--- config.mk ---
export PLATFORM = sky130hd
export DESIGN_NAME = ascon_bd_master
export DESIGN_NICKNAME = d
export VERILOG_FILES = /design/src/rtl/ascon_bd_master.sv
export SDC_FILE = /design/constraint.sdc
export NUM_CORES = 1
export LEC_CHECK = 0
export ABC_AREA = 1
export CAP_MARGIN = 5
export CORE_MARGIN = 2
export CORE_UTILIZATION = 49
export DETAILED_ROUTE_END_ITERATION = 12
export PLACE_DENSITY = 0.81
export SKIP_LAST_GASP = 1
export SLEW_MARGIN = 20
export SYNTH_ARGS = -nofsm -noshare
export SYNTH_HDL_FRONTEND = slang
export SYNTH_SLANG_ARGS = --single-unit
--- constraint.sdc ---
create_clock -name clk -period 2.4 [get_ports clk]
set_clock_uncertainty 0.05 [all_clocks]
set_input_delay 0.48 -clock clk [delete_from_list [all_inputs] [get_ports clk]]
set_output_delay 0.48 -clock clk [all_outputs]
set_load 0.01 [all_outputs]
--- src/rtl/ascon_bd_master.sv ---
// ascon_bd_master: host-side initiator for the ascon_engine 16-bit toggle handshake.
//
// Accepts one command block (cmd, flags, 1..8 payload words), sends the payload
// MSB-word-first over bd_in_*, waits for the engine's ack toggle on bd_out_config[2]
// after each word, and gathers the returned words into a 128-bit response.
//
// Ports:
//   clk, rst                 clock, asynchronous active-low reset
//   req_valid/req_ready      request handshake; req_cmd, req_flags, req_nwords, req_data
//   rsp_valid/rsp_ready      response handshake; rsp_data, rsp_auth, rsp_timeout
//   bd_in_data, bd_in_config word and {5'b0, cmd, last, flags, tx_toggle} to the engine
//   bd_out_data, bd_out_config engine reply word and status ([2] ack toggle, [3] auth)
//
// Optional feature: define ASCON_BD_TIMEOUT_EN to abort a word wait after
// TIMEOUT_CYCLES cycles without an ack (response flagged with rsp_timeout).
module ascon_bd_master #(
    parameter int unsigned TIMEOUT_CYCLES = 1024
) (
    input  logic         clk,
    input  logic         rst,
    input  logic         req_valid,
    output logic         req_ready,
    input  logic [3:0]   req_cmd,
    input  logic [4:0]   req_flags,
    input  logic [3:0]   req_nwords,
    input  logic [127:0] req_data,
    output logic         rsp_valid,
    input  logic         rsp_ready,
    output logic [127:0] rsp_data,
    output logic         rsp_auth,
    output logic         rsp_timeout,
    output logic [15:0]  bd_in_data,
    output logic [15:0]  bd_in_config,
    input  logic [15:0]  bd_out_data,
    input  logic [15:0]  bd_out_config
);

    typedef enum logic [1:0] {StIdle, StSend, StWait, StResp} state_e;

    state_e         state_q;
    logic [3:0]     cmd_q;
    logic [4:0]     flags_q;
    logic [3:0]     nwords_q;
    logic [3:0]     word_cnt_q;
    logic [127:0]   shift_q;
    logic [127:0]   resp_q;
    logic           tx_toggle_q;
    logic           seen_toggle_q;
    logic           first_q;       // no word sent since reset
    logic           req_ready_q;
    logic           rsp_valid_q;
    logic           rsp_auth_q;
    logic           rsp_timeout_q;
    logic [15:0]    bd_in_data_q;
    logic [15:0]    bd_in_config_q;

    logic [3:0]     nwords_clamp;
    logic           next_toggle;
    logic           ack;
    logic           last_word;

    always_comb begin
        if (req_nwords == 4'd0) begin
            nwords_clamp = 4'd1;
        end else if (req_nwords > 4'd8) begin
            nwords_clamp = 4'd8;
        end else begin
            nwords_clamp = req_nwords;
        end
    end

    // The first word after reset goes out with toggle 0; every later word flips it.
    assign next_toggle = first_q ? 1'b0 : ~tx_toggle_q;
    assign ack         = bd_out_config[2] != seen_toggle_q;
    assign last_word   = word_cnt_q == (nwords_q - 4'd1);

`ifdef ASCON_BD_TIMEOUT_EN
    localparam logic [15:0] TimeoutLast = 16'(TIMEOUT_CYCLES - 1);
    logic [15:0] wd_cnt_q;
`endif

    always_ff @(posedge clk or negedge rst) begin
        if (!rst) begin
            state_q        <= StIdle;
            cmd_q          <= '0;
            flags_q        <= '0;
            nwords_q       <= 4'd1;
            word_cnt_q     <= '0;
            shift_q        <= '0;
            resp_q         <= '0;
            tx_toggle_q    <= 1'b0;
            seen_toggle_q  <= 1'b0;
            first_q        <= 1'b1;
            req_ready_q    <= 1'b1;
            rsp_valid_q    <= 1'b0;
            rsp_auth_q     <= 1'b0;
            rsp_timeout_q  <= 1'b0;
            bd_in_data_q   <= '0;
            bd_in_config_q <= '0;
`ifdef ASCON_BD_TIMEOUT_EN
            wd_cnt_q       <= '0;
`endif
        end else begin
            unique case (state_q)
                StIdle: begin
                    if (req_valid) begin
                        cmd_q         <= req_cmd;
                        flags_q       <= req_flags;
                        nwords_q      <= nwords_clamp;
                        shift_q       <= req_data;
                        resp_q        <= '0;
                        word_cnt_q    <= '0;
                        rsp_auth_q    <= 1'b0;
                        rsp_timeout_q <= 1'b0;
                        req_ready_q   <= 1'b0;
                        state_q       <= StSend;
                    end
                end
                StSend: begin
                    tx_toggle_q    <= next_toggle;
                    first_q        <= 1'b0;
                    bd_in_data_q   <= shift_q[127:112];
                    bd_in_config_q <= {5'b0, cmd_q, last_word, flags_q, next_toggle};
`ifdef ASCON_BD_TIMEOUT_EN
                    wd_cnt_q       <= '0;
`endif
                    state_q        <= StWait;
                end
                StWait: begin
                    if (ack) begin
                        seen_toggle_q <= bd_out_config[2];
                        resp_q        <= {resp_q[111:0], bd_out_data};
                        shift_q       <= {shift_q[111:0], 16'h0000};
                        word_cnt_q    <= word_cnt_q + 4'd1;
                        if (last_word) begin
                            rsp_auth_q  <= bd_out_config[3];
                            rsp_valid_q <= 1'b1;
                            state_q     <= StResp;
                        end else begin
                            state_q     <= StSend;
                        end
`ifdef ASCON_BD_TIMEOUT_EN
                    end else if (wd_cnt_q == TimeoutLast) begin
                        rsp_timeout_q <= 1'b1;
                        rsp_auth_q    <= 1'b0;
                        rsp_valid_q   <= 1'b1;
                        state_q       <= StResp;
                    end else begin
                        wd_cnt_q      <= wd_cnt_q + 16'd1;
`endif
                    end
                end
                StResp: begin
                    if (rsp_ready) begin
                        rsp_valid_q <= 1'b0;
                        req_ready_q <= 1'b1;
                        state_q     <= StIdle;
                    end
                end
                default: state_q <= StIdle;
            endcase
        end
    end

`ifndef ASCON_BD_TIMEOUT_EN
    // Without the watchdog the timeout parameter has no effect.
    logic unused_timeout;
    assign unused_timeout = ^32'(TIMEOUT_CYCLES);
`endif

    logic unused_cfg;
    assign unused_cfg = ^{bd_out_config[15:4], bd_out_config[1:0]};

    assign req_ready    = req_ready_q;
    assign rsp_valid    = rsp_valid_q;
    assign rsp_data     = resp_q;
    assign rsp_auth     = rsp_auth_q;
    assign rsp_timeout  = rsp_timeout_q;
    assign bd_in_data   = bd_in_data_q;
    assign bd_in_config = bd_in_config_q;

endmodule

run_1/final_congestion.png
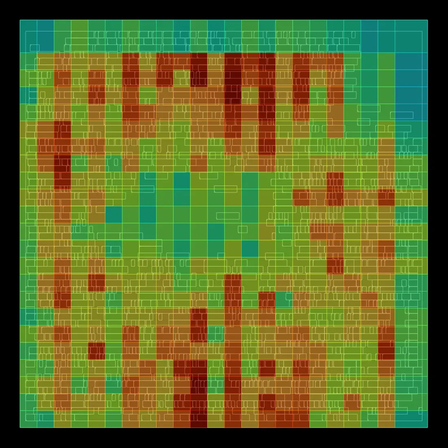
WL/cell: 17.18 um
met3 usage: 0.05148

run_1/registers.png
Drawn at 1.5 px/um. Other sequential cells in the stronger grey, the rest of the logic in the fainter grey.
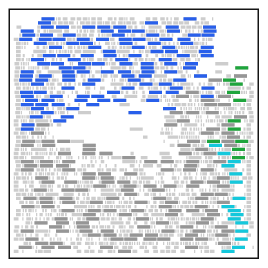
| colour | netlist name | placed flops |
|---|---|---|
| cyan | bd_in_data | 16 |
| green | bd_in_config | 11 |
| blue | rsp_data | 128 |
not coloured: 152
Final Core Density: 0.6845
register area: 0.007686 mm^2
sequential cell area share: 0.4434

run_1/clock_map.png
Drawn at 2 px/um.
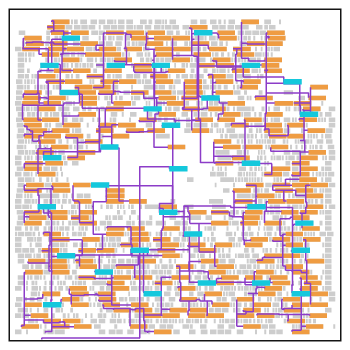
[purple] clock wires | length: 3,580 um
[orange] flip-flops | count: 307
[cyan] cells driving clock nets | count: 31
routed clock nets: 32
flops lie: all over the die

==> summary.txt, run 1 <==
Status: complete, no violations
Pins Over Slew Limit: 0
Root buf cell: clkbuf_16
Max clock buf depth: 3
GRT Util Overall: 0.2503
Crit-path leading delay family: buffers and inverters
Met3 wire length: 2.270 mm
FFs w/ async S/R, synth: 1.000
CP Max Fanout: 2
Comb/total area: 0.2065
Syn Inst Count: 1,348
Flip-flops with a built-in enable: 0
Mapped Area: 0.01271 mm^2
Met2 Usage GRT: 0.4129
CP arrival: 1620 ps
DR WL met2: 16.84 mm
Syn avg cell area: 9.427 um^2
CTS tree: built
Fin Setup TNS: 0 ps
Pwr dens: 1249 mW/mm^2
Final hold vios: 0
Synth warnings: 0
Router iterations before antenna repair: 5
Crit path from: req_ready
Logic gate share of total power: 0.412
Main logic family: AND-OR/OR-AND gates
Die ar.: 0.02724 mm^2
Area leader share: 0.5987
Inverters: 268
run_1/metal_stack.png
Drawn at 1.5 px/um.
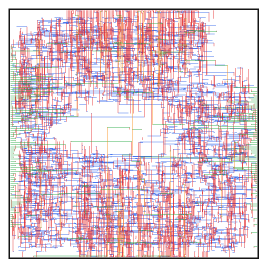

--- run 2 (diff from run 1) ---
--- a/config.mk
+++ b/config.mk
@@ -6,6 +6,7 @@
 export NUM_CORES = 1
 export LEC_CHECK = 0
 export ABC_AREA = 1
+export ABC_CLOCK_PERIOD_IN_PS = 2200
 export CAP_MARGIN = 5
 export CORE_MARGIN = 2
 export CORE_UTILIZATION = 49
==> constraint.sdc (replaced) <==
create_clock -name clk -period 2.2 [get_ports clk]
set_clock_uncertainty 0.05 [all_clocks]
set_input_delay 0.44 -clock clk [delete_from_list [all_inputs] [get_ports clk]]
set_output_delay 0.44 -clock clk [all_outputs]
set_load 0.01 [all_outputs]
run_2/metal_stack.png
Drawn at 1.5 px/um.
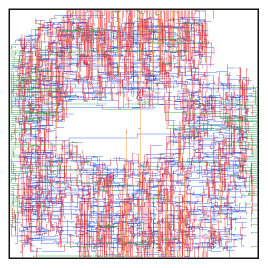
| colour | layer | wire length |
|---|---|---|
| blue | met1 | 13,700 um |
| green | met3 | 2,440 um |
| red | met2 | 17,000 um |
| orange | met4 | 1,470 um |
GRT Util Overall: 0.2563
total number of vias: 10,500
WL/cell: 17.14 um
WL final: 34.60 mm

==> run 2 against run 1 <==
Against the previous run: combinational power increased by about 10%; hold slack got worse by 3.4 ps; first-iteration DRC count decreased by 5.3%; sequential share of layout area decreased by 0.75 points; global-route usage increased by 0.61 points; via count increased by 0.51%; routed wire length increased by 0.68%; area after synthesis unchanged; worst setup slack got worse by 120 ps; design area increased by 1.7%; highest routed layer unchanged.
==> summary.txt, run 2 <==
Status: complete, no violations
H-tree levels: 2
Met3 usage: 0.06077 (+0.009292)
Pwr dens: 1385 mW/mm^2 (+11%)
Router iterations before antenna repair: 5 (unchanged)
Fin Setup TNS: 0 ps (unchanged)
Die ar.: 0.02724 mm^2 (unchanged)
Synth warnings: 0 (unchanged)
Max clock buf depth: 3 (unchanged)
Root buf cell: clkbuf_16
Sequential cell area share: 0.4359 (-0.007518)
Largest net degree at the start of global routing: 97
Number of stages on the worst setup path: 1
Pins Over Slew Limit: 0 (unchanged)
Final hold vios: 0 (unchanged)
Number of max-cap violations: 0
Logic cell area: 0.003580 mm^2
Comb/total area: 0.2030 (-0.003501)
Crit-path leading delay family: buffers and inverters
CTS tree: built
Syn avg cell area: 9.427 um^2 (unchanged)
CP Max Fanout: 2 (unchanged)
Clock share of power: 0.236
Area leader share: 0.5987 (unchanged)
FFs w/ async S/R, synth: 1.000 (unchanged)
DR WL met2: 16.99 mm (+0.88%)
Crit path from: req_ready
Tmin final: 2070 ps
Mapped Area: 0.01271 mm^2 (unchanged)
Register area: 0.007686 mm^2 (unchanged)
Logic gate share of total power: 0.412 (about the same)
Met2 Usage GRT: 0.4218 (+0.008902)
Final setup vio count: 0
Final Core Density: 0.6963 (+0.01181)
Inverters: 268 (unchanged)
CP arrival: 1580 ps (-40 ps)
Flip-flops with a built-in enable: 0 (unchanged)
Main logic family: AND-OR/OR-AND gates
--- run 3 (diff from run 2) ---
--- a/config.mk
+++ b/config.mk
@@ -8,10 +8,12 @@
 export ABC_AREA = 1
 export ABC_CLOCK_PERIOD_IN_PS = 2200
 export CAP_MARGIN = 5
-export CORE_MARGIN = 2
+export CORE_MARGIN = 10
 export CORE_UTILIZATION = 49
+export CTS_CLUSTER_DIAMETER = 150
 export DETAILED_ROUTE_END_ITERATION = 12
 export PLACE_DENSITY = 0.81
+export SETUP_SLACK_MARGIN = 0.02
 export SKIP_LAST_GASP = 1
 export SLEW_MARGIN = 20
 export SYNTH_ARGS = -nofsm -noshare
==> run 3 against run 2 <==
Against the previous run: global-route usage down 3.4 points; highest routed layer unchanged; register-to-register slack improved by 20 ps; critical path type unchanged; core utilization grew 0.16 points; sequential power barely moved; design area is 0.23% higher; fmax barely moved; final cell count about the same; hold slack better by 1.9 ps; die area increased by 20%; worst setup slack gained 1.8 ps.
==> summary.txt, run 3 <==
Pwr dens: 1399 mW/mm^2 (+1.0%)
Fin Setup TNS: 0 ps (unchanged)
Logic cell area: 0.003580 mm^2 (unchanged)
Logic gate share of total power: 0.411 (about the same)
Final Core Density: 0.6979 (+0.001630)
Worst-path cell chain: clkdlybuf4s50_1
Sequential cell area share: 0.4348 (-0.001018)
Crit path from: req_ready
Final setup vio count: 0 (unchanged)
Root buf cell: clkbuf_16
Most used DFF post-synth: dfrtp_1
Die ar.: 0.03277 mm^2 (+20%)
Pins Over Slew Limit: 0 (unchanged)
Power Internal: 15,680 uW
Max clock buf depth: 3 (unchanged)
Number of stages on the worst setup path: 1 (unchanged)
CTS tree: built
Net Sw Power: 9044 uW
Most Crowded Layer GR: met2
Status: complete, no violations
CP arrival: 1580 ps (about the same)
Synth warnings: 0 (unchanged)
Timing endpoint of the critical path: req_ready
DR WL met2: 18.43 mm (+8.5%)
Met2 Usage GRT: 0.3718 (-0.04999)
Crit-path leading delay family: buffers and inverters
Comb/total area: 0.2025 (-0.0004743)
Clock share of power: 0.242 (+0.006)
Final hold vios: 0 (unchanged)
Pre-CTS setup slack: 10.25 ps
Main logic family: AND-OR/OR-AND gates
Flip-flops with a built-in enable: 0 (unchanged)
CP Max Fanout: 2 (unchanged)
CP peak stage delay: 560 ps
Met3 usage: 0.06633 (+0.005560)
Mapped Area: 0.01271 mm^2 (unchanged)
Tmin final: 2068 ps (-1.803 ps)
Largest net degree at the start of global routing: 113 (+16%)
H-tree levels: 2 (unchanged)
Router iterations before antenna repair: 5 (unchanged)
Register area: 0.007686 mm^2 (unchanged)
run_3/metal_stack.png
Drawn at 1.5 px/um.
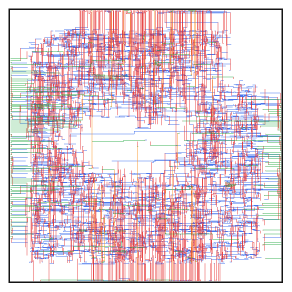
total number of vias: 10,430
GRT Util Overall: 0.2220
WL/cell: 18.56 um

Power figures rest on the tool's default switching activity, not on a simulated workload.
